Fig. 1: run 1, placed cells, one colour a class
Bar = 50 um. Fill, decap, tap and diode cells in grey.
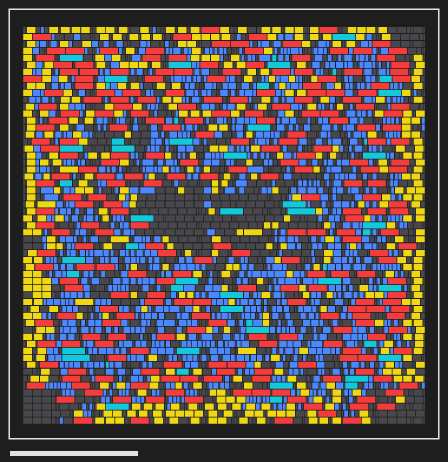
Fig. 2: run 1, placement density heat map
17 x 17 tiles, from white (low) to dark blue (high), 0 to 100% covered.
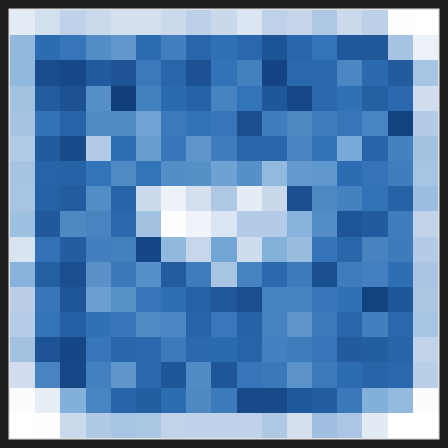
Fig. 3: run 1, M1 wires
Supply wires on this layer in grey.
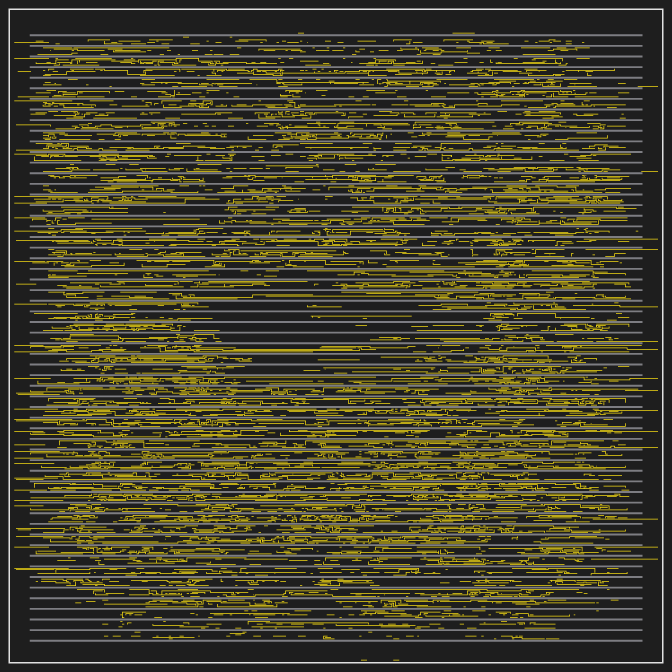
Fig. 4: run 1, routing congestion
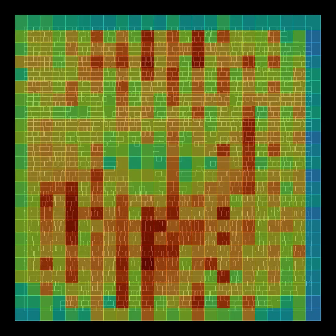
[src/rtl/instruction_fetch_stage.sv]
// RV64 instruction fetch stage: owns the PC, addresses instruction memory and fills the IF/ID register.
// Handles stall, redirect flush, halt on EBREAK and counts delivered instructions.
module instruction_fetch_stage #(
    parameter logic [63:0] RESET_PC = 64'h0,
    parameter logic [31:0] NOP_INST = 32'h0000_0013,
    parameter logic [31:0] EBREAK   = 32'h0010_0073
) (
    input  logic        clk,
    input  logic        rst_n,
    output logic [63:0] imem_addr,
    input  logic [31:0] imem_inst,
    input  logic        stall,
    input  logic        redirect,
    input  logic [63:0] redirect_pc,
    output logic [63:0] ifid_pc,
    output logic [63:0] ifid_pc4,
    output logic [31:0] ifid_inst,
    output logic        ifid_valid,
    output logic        halted,
    output logic        fetch_misalign,
    output logic [31:0] fetch_count
);

    typedef enum logic [1:0] {
        BOOT = 2'd0,
        RUN  = 2'd1,
        HALT = 2'd2
    } state_e;

    state_e      state_q, state_d;
    logic [63:0] pc_q, pc_d;
    logic [63:0] ifid_pc_q, ifid_pc_d;
    logic [63:0] ifid_pc4_q, ifid_pc4_d;
    logic [31:0] ifid_inst_q, ifid_inst_d;
    logic        ifid_valid_q, ifid_valid_d;
    logic        halted_q, halted_d;
    logic        fetch_misalign_q, fetch_misalign_d;
    logic [31:0] fetch_count_q, fetch_count_d;

    logic [63:0] redir_target;
    logic        redir_misaligned;

    // Low two target bits are dropped so fetch stays word-aligned; the sticky flag records the loss.
    assign redir_target     = {redirect_pc[63:2], 2'b00};
    assign redir_misaligned = |redirect_pc[1:0];

    always_comb begin
        state_d          = state_q;
        pc_d             = pc_q;
        ifid_pc_d        = ifid_pc_q;
        ifid_pc4_d       = ifid_pc4_q;
        ifid_inst_d      = ifid_inst_q;
        ifid_valid_d     = ifid_valid_q;
        fetch_misalign_d = fetch_misalign_q;
        fetch_count_d    = fetch_count_q;

        case (state_q)
            BOOT: begin
                state_d      = RUN;
                ifid_valid_d = 1'b0;
                ifid_inst_d  = NOP_INST;
                if (redirect) begin
                    pc_d             = redir_target;
                    fetch_misalign_d = fetch_misalign_q | redir_misaligned;
                end
            end
            RUN: begin
                if (redirect) begin
                    pc_d             = redir_target;
                    ifid_valid_d     = 1'b0;
                    ifid_inst_d      = NOP_INST;
                    fetch_misalign_d = fetch_misalign_q | redir_misaligned;
                end else if (!stall) begin
                    ifid_pc_d     = pc_q;
                    ifid_pc4_d    = pc_q + 64'd4;
                    ifid_inst_d   = imem_inst;
                    ifid_valid_d  = 1'b1;
                    pc_d          = pc_q + 64'd4;
                    fetch_count_d = fetch_count_q + 32'd1;
                    if (imem_inst == EBREAK) state_d = HALT;
                end
            end
            HALT: begin
                // The EBREAK may sit under a not-yet-resolved branch, so a redirect revives fetch.
                if (redirect) begin
                    state_d          = RUN;
                    pc_d             = redir_target;
                    ifid_valid_d     = 1'b0;
                    ifid_inst_d      = NOP_INST;
                    fetch_misalign_d = fetch_misalign_q | redir_misaligned;
                end else if (!stall) begin
                    ifid_valid_d = 1'b0;
                    ifid_inst_d  = NOP_INST;
                end
            end
            default: state_d = BOOT;
        endcase

        halted_d = (state_d == HALT);
    end

    always_ff @(posedge clk) begin
        if (!rst_n) begin
            state_q          <= BOOT;
            pc_q             <= RESET_PC;
            ifid_pc_q        <= 64'h0;
            ifid_pc4_q       <= 64'h0;
            ifid_inst_q      <= NOP_INST;
            ifid_valid_q     <= 1'b0;
            halted_q         <= 1'b0;
            fetch_misalign_q <= 1'b0;
            fetch_count_q    <= 32'h0;
        end else begin
            state_q          <= state_d;
            pc_q             <= pc_d;
            ifid_pc_q        <= ifid_pc_d;
            ifid_pc4_q       <= ifid_pc4_d;
            ifid_inst_q      <= ifid_inst_d;
            ifid_valid_q     <= ifid_valid_d;
            halted_q         <= halted_d;
            fetch_misalign_q <= fetch_misalign_d;
            fetch_count_q    <= fetch_count_d;
        end
    end

    assign imem_addr      = pc_q;
    assign ifid_pc        = ifid_pc_q;
    assign ifid_pc4       = ifid_pc4_q;
    assign ifid_inst      = ifid_inst_q;
    assign ifid_valid     = ifid_valid_q;
    assign halted         = halted_q;
    assign fetch_misalign = fetch_misalign_q;
    assign fetch_count    = fetch_count_q;

endmodule

[config.mk]
export PLATFORM = sky130hd
export DESIGN_NAME = instruction_fetch_stage
export DESIGN_NICKNAME = d
export VERILOG_FILES = /design/src/rtl/instruction_fetch_stage.sv
export SDC_FILE = /design/constraint.sdc
export NUM_CORES = 1
export LEC_CHECK = 0
export CORE_MARGIN = 5
export CORE_UTILIZATION = 48
export DETAILED_ROUTE_END_ITERATION = 8
export GPL_ROUTABILITY_DRIVEN = 0
export PLACE_DENSITY_LB_ADDON = 0.2
export SLEW_MARGIN = 20
export SYNTH_ARGS = -nofsm -noshare
export SYNTH_HDL_FRONTEND = slang
export SYNTH_SLANG_ARGS = --single-unit
[constraint.sdc]
create_clock -name clk -period 3.3 [get_ports clk]
set_clock_uncertainty 0.2 [all_clocks]
set_input_delay 0.66 -clock clk [delete_from_list [all_inputs] [get_ports clk]]
set_output_delay 0.66 -clock clk [all_outputs]
set_load 0.02 [all_outputs]
==> changes_impl.md, run 1 <==
## Flow update

- Largest cell class by area: multi-input combinational cells
- Residual DRC: 0
- Fmax: about 340 MHz
- Crit path capture: imem_addr[56]
- Largest cells by area: dfxtp_1 (43%), nand2_1 (6.3%), a21oi_1 (5.3%)
- R2r worst-path depth: 5
- FILL cells: slightly below 2k
- Comb group: 1050 uW
- Final Cycle Share: 89.9%
- Worst path depth: 5
- MaxCap Viol Count: 0
- Final setup violating endpoints: 0
- Syn. warnings: 0
- Post-CTS resize count: 0
- CTS root buf: clkbuf_16
- Peak supply drop: 367 uV
- # IOs: approximately 360
- Startpoint types: register
- Sequential area share after synthesis: 43.2%
- Hold Startpoint: ifid_pc[34]
- Clock transition at path regs: 0.06 ns
- Final worst-path setup slack: approximately 0.33 ns
- Metal2 WL: roughly 20 mm
- Largest net degree at the start of global routing: about 97
- WL final: about 43 mm
- Latency at later pin: about 0.55 ns
- Sw Share: a little over a quarter
- RSZ-0062 raised after global routing: no
- Logic share of the area: 36.2%
- Fraction of area in registers: a little under a third
- Power Clock: approximately 3300 uW
- Routed metal-1 wire length: approximately 18 mm
- Clkbuf count: 42
- Layout cells sized above 1: approximately 8.8%
- Hold Fails Final Rpt: 0
- Hold WS: 0.255 ns
- ANT nets after route: 0
- Pre-Repair DR Iteration Count: 7
- Worst setup path class: register to register
- Simple Share, Synth: between 20 and 30%
- Hold Path Depth: 2
- R2R setup slack: 0.33 ns
- Mean post-synth cell area: between 8 and 9 um2
- Final clock-cell share: under 10%
- Yosys cell count: 1,474
- Largest Pwr Group: registers
- Cell type with the largest total area: dfxtp_1
- Fin cells: around 2.2k
- Clk buf depth: 3
- Met2 GRT Util: a little under half
- Reg-to-Reg End: imem_addr[56]
- Area share, top type: ~43%
- N_diodes: 2
- Dpl ws: between 0.15 and 0.2 ns
- Post-layout nets: around 1.9k
- Sinks on Clock Net: ~260
- Setup TNS Final: 0 ns
- Area growth syn-to-layout: 43.2%
- Reg power frac: between 40% and 50%
- GRT busiest layer: met2
- Slew margin rel.: 29.5%
- Hold Path Sink: ifid_pc[34]
- Clock power frac: 43.1%
- Seq_cells: approximately 260
- YS chip area: 0.0118 mm2
- Buffers, non-clock: ~440
- Psw: between 1500 and 2000 uW
- AO/OA Area Share: 19.7%
- Vias in the first global route: 12.0k
- CTS Hold Bufs: 0
- Die width: approximately 170 um
- CP max stage cell: nor4_2
- MI comb area: 0.00613 mm2
- Die H: ~170 um
- TritonCTS buffer count: 28
- Netlist cell types: about 67
- Post-CTS setup buffers: 0
- DP Area: roughly 0.016 mm2
- CP required: between 3 and 4 ns
- Ys async rst share: 0%
- Initial antenna violation count: 2
- Met3 GRT Util: about 6.3%
- Worst path cell trace: nand4_1 -> nor4_2 -> nand3_2 -> o41ai_1 -> a211oi_1
- CTS tree: built
- DR iter-0 viols: about 1.3k
- CP Capture Type: register
- Met3 wire length: roughly 4.2 mm
- Leakage Power: roughly 0.0058 uW
- Status: completed
About Fig. 1:
- blue: remaining logic cells (cells 1,083)
- yellow: remaining buffers and delay cells (cells 436)
- cyan: clock drivers and dummy loads (cells 51)
- red: sequential cells (cells 255)
Site Rows: 57
post-route design area: 0.0169 mm2
core box area: 0.0243 mm2
final core occ: 69.6%

About Fig. 2:
- mean over tiles: 59%
- nearly empty tiles: 2.4%
- tiles over 75% full: 32%
Core Util at FP: 48.6%

About Fig. 3:
- main direction: horizontal
- wire length on this layer: 17,800 um
met1 Usage GRT: 38.7%
routed vias: 12.8k

About Fig. 4:
Tot GR Track Use: 28.6%
WL/cell: 19.8 um

[run 1: cells in the final DEF, fill, tap and decap left out, types with 7 or more instances in the layout]
master           netlist  routed
o31ai_1                9       9
o22ai_1                7       7
or3_1                 15      15
and4_1                12      12
xor2_1                31      31
nand2_1              199     199
a31oi_1               21      21
a21oi_1              126     126
nand3b_1              12      12
and3_1                22      22
dfxtp_1              255     255
nor3_1                50      50
a22o_1                10      10
xnor2_1               42      42
inv_1                 15      14
a22oi_1               36      36
or4_1                 15      15
nand4_1               44      44
nor4_2                 7       8
clkdlybuf4s50_1        0     351
a211oi_1              19      19
o21ai_0               80      80
nand3_1               53      52
clkbuf_8               0      11
nor2_1               124     124
nor4_1                31      30
clkbuf_16              0      29
o211ai_1              10      10
buf_4                  7      79
Fig. 5: run 1, met4 routing
Bar = 50 um. Supply wires on this layer in grey. Cells faint in the background.
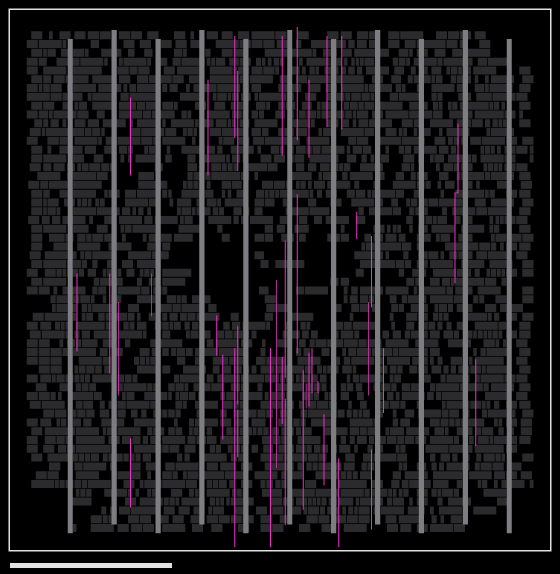

## Run 2: what changed since run 1
GPL_TIMING_DRIVEN = 0   (was unset)
Fig. 6: run 2, met4 routing
Bar = 50 um. Supply wires on this layer in grey. Cells faint in the background.
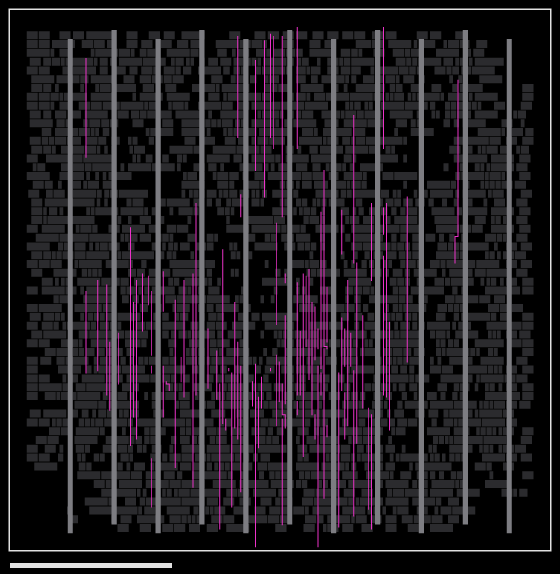
- nets with wire on the layer: 75
- longest straight run: 67.3 um
- main direction: vertical
WL final: 50.8 mm
routed vias: 13.6k

==> run 2 against run 1 <==
The run now ends with negative setup slack left. Clock power up 2%. Area after synthesis unchanged. Flip-flop count unchanged. Register-to-register slack worse by 0.42 ns. Critical path depth up 1. Global-route usage up 5.7 points. Setup slack worse by 0.42 ns. Sequential share of layout area up 0.24 points. Synthesized cell count unchanged. Critical path type unchanged. Largest cell class unchanged.
==> changes_impl.md, run 2 <==
## Flow update

- Worst min path class: register to register
- Clk buf depth: 3 (unchanged)
- Fmax: 296 MHz (-12%)
- Hold Path Sink: ifid_pc[50]
- Cell type with the largest total area: dfxtp_1
- Hold Startpoint: ifid_pc[50]
- Met3 GRT Util: 11.3% (+5.0 points)
- FILL cells: 2,022 (+3.3%)
- Reg-to-Reg End: imem_addr[34]
- WL/cell: 23.0 um (+16%)
- Slew @ Worst Pin: 1.10 ns
- Number of ordinary inverters in the final layout: 15
- Met1 Usage GRT: 43.8% (+5.1 points)
- Failing checks: negative setup slack
- Crit path max fanout: 10
- GRT busiest layer: met2
- Area share, top type: 43.2% (unchanged)
- Overflow after GRT: 0
- Die width: 167 um (unchanged)
- Largest cell class by area: multi-input combinational cells
- Overall power: 7810 uW
- Fin crit period: 3.38 ns
- Final worst-path setup slack: -0.0824 ns (-0.416 ns)
- Seq_cells: 255 (unchanged)
- Cell family contributing the most delay on the critical path: simple AND/OR/NAND/NOR gates
- Largest cells by area: dfxtp_1 (43%), nand2_1 (6.3%), a21oi_1 (5.3%)
- MI comb cells: 1,068
- Ys async rst share: 0% (unchanged)
- Core Util at FP: 48.6% (unchanged)
- R2R setup slack: -0.08 ns (-0.42 ns)
- First-pass GRT wire length: ~76 mm
- WP data arrival: roughly 3.6 ns
- R2r worst-path depth: 6 (+1)
- Final clock-cell share: 5.85% (+0.024 points)
- Post-CTS resize count: 6 (+6)
- Hold WS: 0.253 ns (-0.00144 ns)
- Initial antenna violation count: 3 (+1)
- Most common cell in the netlist: dfxtp_1
- Slew Limit Fails: 0
- Vias in the first global route: 12.8k (+6.5%)
- Slew margin rel.: 26.0% (-3.5 points)
- Yosys cell count: 1,474 (unchanged)
- Post-layout nets: 1,962 (+2.9%)
- Top cells excl fill/tap: clkdlybuf4s50_1 (351), dfxtp_1 (255), nand2_1 (199)
- Post-Place Cells: 2,154
- DP Area: 0.0158 mm2 (-1.1%)
- N_diodes: 2 (unchanged)
- Dpl ws: -0.781 ns (-0.947 ns)
- Worst path max stage delay: roughly 0.67 ns
- Chip Area: 0.0279 mm2
- CP required: 3.49 ns (-0.02 ns)
- Seq cells post-synth: 255
- Final setup violating endpoints: 5 (+5)
- Top logic family: simple AND/OR/NAND/NOR gates
- Post-DP HPWL: approximately 37 mm
- YS chip area: 0.0118 mm2 (unchanged)
- Non-clk buf share: 24.5%
- Final Cycle Share: 102% (+13 points)
- H-Tree Depth: 1
- Count of library flops with an enable pin: 0
- CTS tree: built
- Syn Std Cell Area: between 0.01 and 0.015 mm2
- Status: finished with violations
- Tot GR Track Use: 34.3% (+5.7 points)
- Worst path cell trace: nand4_1 -> nor4_2 -> nand3_1 -> clkbuf_1 -> o311ai_0 -> o211ai_1
- RR Startpoint: imem_addr[17]
- Met2 GRT Util: 53.1% (+6.9 points)
- RSZ-0062 raised after global routing: yes
- Sinks on Clock Net: 255 (unchanged)
- Fin cells: 2,207 (+2.6%)
- Mux frac, synth: less than 1%
- Synth Flop Type: dfxtp_1
- Layout cells sized above 1: 5.26% (-3.5 points)
- # port buffers: 351
- Netlist cell types: 67 (unchanged)
- MI comb area: 0.00613 mm2 (about the same)
- PD cells: 465 mW/mm2
- Latency at later pin: 0.55 ns (about the same)
- Tapcells: 324
- Clock transition at path regs: 0.06 ns (about the same)
- Largest net degree at the start of global routing: 14 (-86%)
- CP Capture Type: register
- Setup TNS Final: -0.236 ns (-0.236 ns)
- AO/OA Area Share: 19.7% (unchanged)
- Site Rows: 57 (unchanged)
- Leakage Power: 0.00559 uW (-2.9%)
- CTS root buf: clkbuf_16
- Peak supply drop: 432 uV (+18%)
- Worst setup path class: register to register
- Post-synthesis xor/xnor area fraction: about 5.4%
- Post-CTS setup buffers: 0 (unchanged)
- Pre-Repair DR Iteration Count: 9 (+2)
- Top cells by count, synth: dfxtp_1 (255), nand2_1 (199), a21oi_1 (126)
- Cell count after synthesis: around 1.5k
- CTS Hold Bufs: 0 (unchanged)
- MaxCap Viol Count: 0 (unchanged)
- Reg area: roughly 0.0051 mm2
- Logic share of the area: 36.5% (+0.26 points)
- Core box area: 0.0243 mm2 (unchanged)
- # IOs: 359 (unchanged)
- Buffers, non-clock: 492 (+13%)
- TritonCTS buffer count: 28 (unchanged)
- Log Warnings: 27
- Area growth syn-to-layout: 42.0%
- Avg Vias per Cell: roughly 6.2
- Sequential area share after synthesis: 43.2% (unchanged)
- Adder-Cell Fraction of Synth Area: 0.212%
- Mean post-synth cell area: 8.02 um2 (unchanged)
- Syn. warnings: 0 (unchanged)
- Startpoint types: register
- Clkbuf count: 39 (-7.1%)
- Worst Path Buf+Inv: 1
- DR iter-0 viols: 1,880 (+41%)
- ANT nets after route: 0 (unchanged)
- Simple Share, Synth: 25.8% (unchanged)
- Most frequent logic cell in the layout: clkdlybuf4s50_1
- Die H: 167 um (unchanged)
- CP max stage cell: nor4_2
- Hold Path Depth: 2 (unchanged)
- Residual DRC: 0 (unchanged)
- Hold Fails Final Rpt: 0 (unchanged)
Fig. 7: run 2, placed cells, one colour a class
Bar = 50 um. Fill, decap, tap and diode cells in grey.
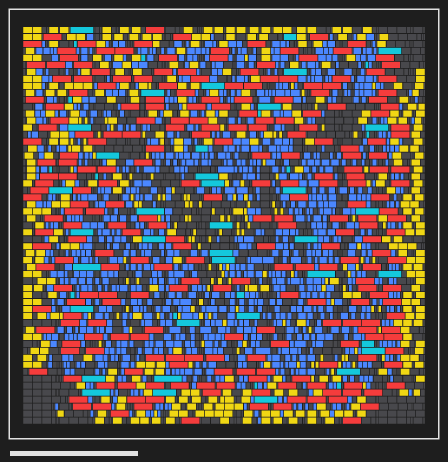
final core occ: 69.0%
post-route design area: 0.0168 mm2
fraction of area in registers: 30.4%

run 2: where the power goes:
part | switching, uW | internal, uW
logic | 636 | 460
clock network | 1330 | 2060
registers | 130 | 3190
run 2: worst max path at each step:
stage / from / to / slack, ns / cells past startpoint
6_report: imem_addr[17] / imem_addr[34] / -0.08 / 6
5_1_grt: imem_addr[14] / imem_addr[63] / -0.04 / 7
4_1_cts: imem_addr[2] / imem_addr[58] / 0.02 / 7
3_5_place_dp: redirect / fetch_count[1] / -0.78 / 7
3_3_place_gp: redirect / ifid_pc[55] / -0.70 / 7
2_1_floorplan: imem_addr[8] / ifid_pc4[55] / 0.61 / 7
run 2: metal layers:
metal	wire (um)	share of wire, %
met1	19000	37
met5	12	0.024
met4	2610	5.1
met3	7270	14
met2	21900	43
Fig. 8: run 2, routing congestion
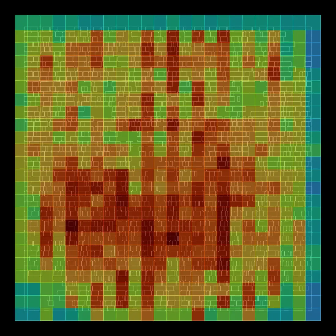

## Run 3: what changed since run 2
CAP_MARGIN = 20   (was unset)
SKIP_LAST_GASP = 1   (was unset)
Fig. 9: run 3, routing congestion
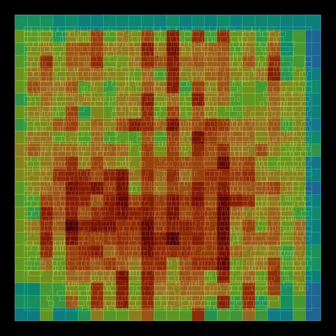
met3 GRT Util: 11.3%
WL/cell: 23.1 um
GRT busiest layer: met2
met2 GRT Util: 53.2%
met1 Usage GRT: 43.8%

Fig. 10: run 3, met4 routing
Bar = 50 um. Supply wires on this layer in grey. Cells faint in the background.
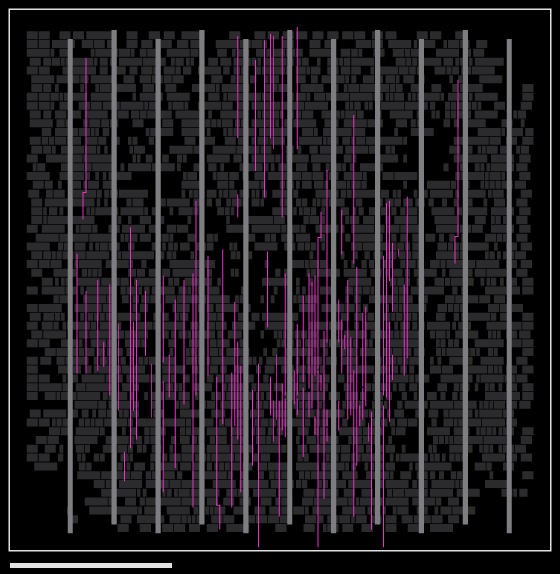
- wire length on this layer: 2,680 um
- nets with wire on the layer: 74
- share of all routed wire: 5.2%
- main direction: vertical
- longest straight run: 72.1 um
routed vias: 13.6k
WL final: 51.1 mm

==> run 3 against run 2 <==
The flow now finishes without violations. Cell area unchanged. Combinational power about the same. Area after synthesis unchanged. Non-clock buffer count stayed put. First-iteration DRC count increased by 4.6%. Clock power barely moved. Die size unchanged. Total power is 0.14% lower. Maximum frequency rose by 2.8%. Setup slack improved by 0.093 ns. Highest routed layer is now met4. Via count is 0.49% higher. Sequential power is essentially flat.
==> changes_impl.md, run 3 <==
## Flow update

- Status: completed
- FILL cells: 2,019 (-0.15%)
- Peak supply drop: 425 uV (-1.7%)
- Avg Vias per Cell: 6.18 (+0.49%)
- Final worst-path setup slack: 0.0104 ns (+0.0929 ns)
- Final core occ: 69.0% (unchanged)
- CP Capture Type: register
- Adder-Cell Fraction of Synth Area: 0.212% (unchanged)
- Met3 wire length: 7.15 mm (-1.6%)
- Post-synthesis xor/xnor area fraction: 5.41% (unchanged)
- Tapcells: 324 (unchanged)
- Syn Std Cell Area: 0.0118 mm2 (unchanged)
- R2r worst-path depth: 6 (unchanged)
- Worst Path Buf+Inv: 1 (unchanged)
- Leakage Power: 0.00559 uW (unchanged)
- First-pass GRT wire length: 76.2 mm (about the same)
- Hold Path Sink: ifid_pc[63]
- H-Tree Depth: 1 (unchanged)
- Clk buf depth: 3 (unchanged)
- Area share, top type: 43.2% (unchanged)
- Fraction of area in registers: 30.4% (unchanged)
- Clkbuf count: 39 (unchanged)
- Final setup violating endpoints: 0 (-5)
- Crit path max fanout: 10 (unchanged)
- CTS root buf: clkbuf_16
- Post-DP HPWL: 37.2 mm (unchanged)
- WP data arrival: 3.49 ns (-0.09 ns)
- Yosys cell count: 1,474 (unchanged)
- AO/OA Area Share: 19.7% (unchanged)
- ANT nets after route: 0 (unchanged)
- TritonCTS buffer count: 28 (unchanged)
- MI comb cells: 1,068 (unchanged)
- Largest cells by area: dfxtp_1 (43%), nand2_1 (6.3%), a21oi_1 (5.3%)
- Simple Share, Synth: 25.8% (unchanged)
- Cell family contributing the most delay on the critical path: simple AND/OR/NAND/NOR gates
- Hold Path Depth: 2 (unchanged)
- Reg-to-Reg End: ifid_pc4[56]
- Clock transition at path regs: 0.06 ns (about the same)
- Startpoint types: register
- Post-layout nets: 1,962 (unchanged)
- Count of library flops with an enable pin: 0 (unchanged)
- Post-Place Cells: 2,154 (unchanged)
- RR Startpoint: imem_addr[17]
- Mux frac, synth: 0.265% (unchanged)
- Routed metal-1 wire length: 19.3 mm (+1.5%)
- Worst min path class: register to register
- Crit path capture: ifid_pc4[56]
- Cell type with the largest total area: dfxtp_1
- RSZ-0062 raised after global routing: yes
- Top logic family: simple AND/OR/NAND/NOR gates
- CP max stage cell: nor4_2
- CP required: 3.50 ns (about the same)
- Worst path depth: 6 (unchanged)
- Most common cell in the netlist: dfxtp_1
- CTS Hold Bufs: 0 (unchanged)
- Top cells by count, synth: dfxtp_1 (255), nand2_1 (199), a21oi_1 (126)
- YS chip area: 0.0118 mm2 (unchanged)
- Synth Flop Type: dfxtp_1
- Cell count after synthesis: 1,474 (unchanged)
- Non-clk buf share: 24.5% (unchanged)
- DP Area: 0.0158 mm2 (unchanged)
- Sinks on Clock Net: 255 (unchanged)
-- run 3: report_power, final --
group          switching [uW]  leakage (uW)  internal (uW)
Sequential                130       0.00208           3190
Combinational             637       0.00302            460
Clock                    1310      0.000485           2060
Total                    2080       0.00559           5710
-- run 3: logic make-up after synthesis --
family / Yosys count
simple gates: 610
fa+ha+maj: 2
other cells: 1
flops: 255
mux: 3
buf+inv: 156
xor+xnor: 73
compound gates: 374
-- run 3: repair_timing --
item,in CTS,in global routing
pin swaps,0,0
gates resized,5,15
endpoints found under the setup margin,45,54
hold endpoints to repair,0,0
-- run 3: layer usage --
| layer | up-vias | global-route usage (%) |
|---|---|---|
| met5 | - | 0 |
| met4 | 0 | 14.7 |
| met3 | 200 | 11.3 |
| met2 | 1044 | 53.2 |
| met1 | 6324 | 43.8 |
| li1 | 6075 | - |
No activity file was given, so power comes from the tool's default toggle rates.
